Figure 1. I/O nets highlighted.
Bar = 20 um.
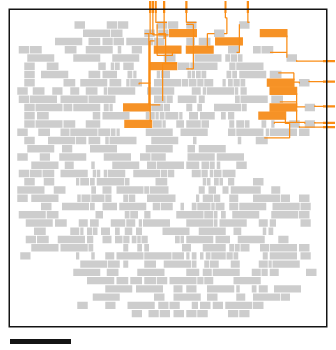
Figure 2. Cell outlines without signal wires.
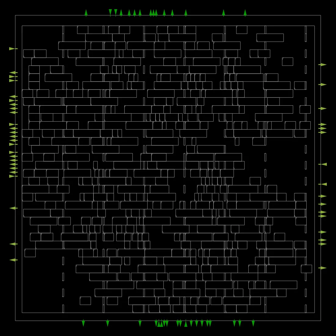
Figure 3. The metal 2 layer.
Bar = 20 um.
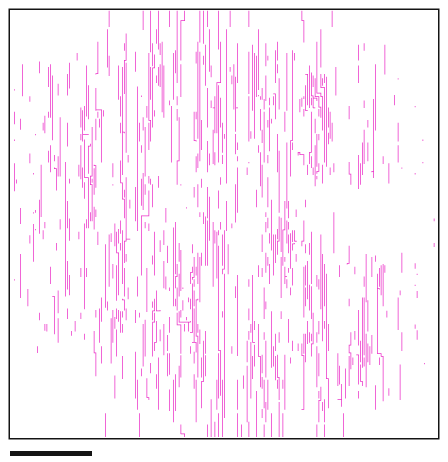
==> config.mk <==
export PLATFORM = sky130hd
export DESIGN_NAME = cmos_pixel_capture_flat
export DESIGN_NICKNAME = d
export VERILOG_FILES = /design/src/rtl/cmos_pixel_capture_if.sv /design/src/rtl/cmos_pixel_capture.sv /design/src/flat_wrapper.sv
export SDC_FILE = /design/constraint.sdc
export NUM_CORES = 1
export LEC_CHECK = 0
export ABC_AREA = 0
export CORE_MARGIN = 2
export CORE_UTILIZATION = 44
export CTS_BUF_LIST = sky130_fd_sc_hd__clkbuf_4 sky130_fd_sc_hd__clkbuf_8
export DETAILED_ROUTE_END_ITERATION = 10
export PLACE_DENSITY = 0.7
export SYNTH_ARGS = -nofsm -noshare
export SYNTH_HDL_FRONTEND = slang
export SYNTH_SLANG_ARGS = --single-unit
==> constraint.sdc <==
create_clock -name cmos_pclk -period 5.1 [get_ports cmos_pclk]
set_input_delay 1.02 -clock cmos_pclk [delete_from_list [all_inputs] [get_ports cmos_pclk]]
set_output_delay 1.02 -clock cmos_pclk [all_outputs]
set_load 0.005 [all_outputs]
==> impl_metrics.py <==
# Physical implementation metrics
metrics = {
    "yosys": {
        "synth.comb.largest_family": "simple AND/OR/NAND/NOR gates",
        "yosys.stat.chipArea_um2": 4420,
        "asyncSetResetFlopFracSynth_pct": 100,
        "synth.largest_area_cell": "sky130_fd_sc_hd__dfrtp_1",
        "common_cells": "105 x sky130_fd_sc_hd__dfrtp_1, 42 x sky130_fd_sc_hd__mux2_2, 25 x sky130_fd_sc_hd__nand2_1",
    },
    "job": {
        "tool_warnings": 27,
    },
    "drt": {
        "ant_nets": 0,
        "routedWlPerCell_um": 14.6,
        "top_signal_layer_used": "met4",
    },
    "global_routing": {
        "largest_net_degree_at_the_start_of_global_routing": 85,
        "grt_busiest_layer": "met2",
    },
    "run_status": {
        "status": "finished, final reports clean",
    },
    "worst_setup_path": {
        "reg2reg_setup_slack_ns": 2.85,
        "timing_worst_setup_path_type": "input pin to register",
    },
    "layout": {
        "comb_share_pct": 31.4,
        "clockNetworkAreaShare_pct": 3.26,
        "instances_no_fill": 568,
    },
    "power_and_ir_drop": {
        "peak_supply_drop_mv": 0.192,
        "totalPowerFinal_uw": 1730,
        "power-top-group": "sequential cells",
    },
    "timing": {
        "setup_viol_count_final": 0,
        "tns_ns": 0,
    },
}
-- Figure 1 (at the start) --
legend:
  orange:
    port: `cam_pix_y`
    bits: 12
    direction: output
    end_cells: 12
    buffers: 12
    wire: 302 um
number of ports placed on the die boundary: 75
IO buf count: 74

-- Figure 2 (at the start) --
share of the core filled with cells in the final layout: 56.1%
sequential share of cell area: 47.9%
count of inserted tapcells: 133
number of filler cells placed in the layout: 848
Flops: 105

-- Figure 3 (at the start) --
main direction: vertical
share of all routed wire: 46%
wire length on this layer: 3860 um
longest straight run: 37.4 um
nets with wire on the layer: 404
total wire length: 8320 um
met2 Use GR: 24.8%
via total after detailed routing: 2929

Power figures rest on the tool's default switching activity, not on a simulated workload.
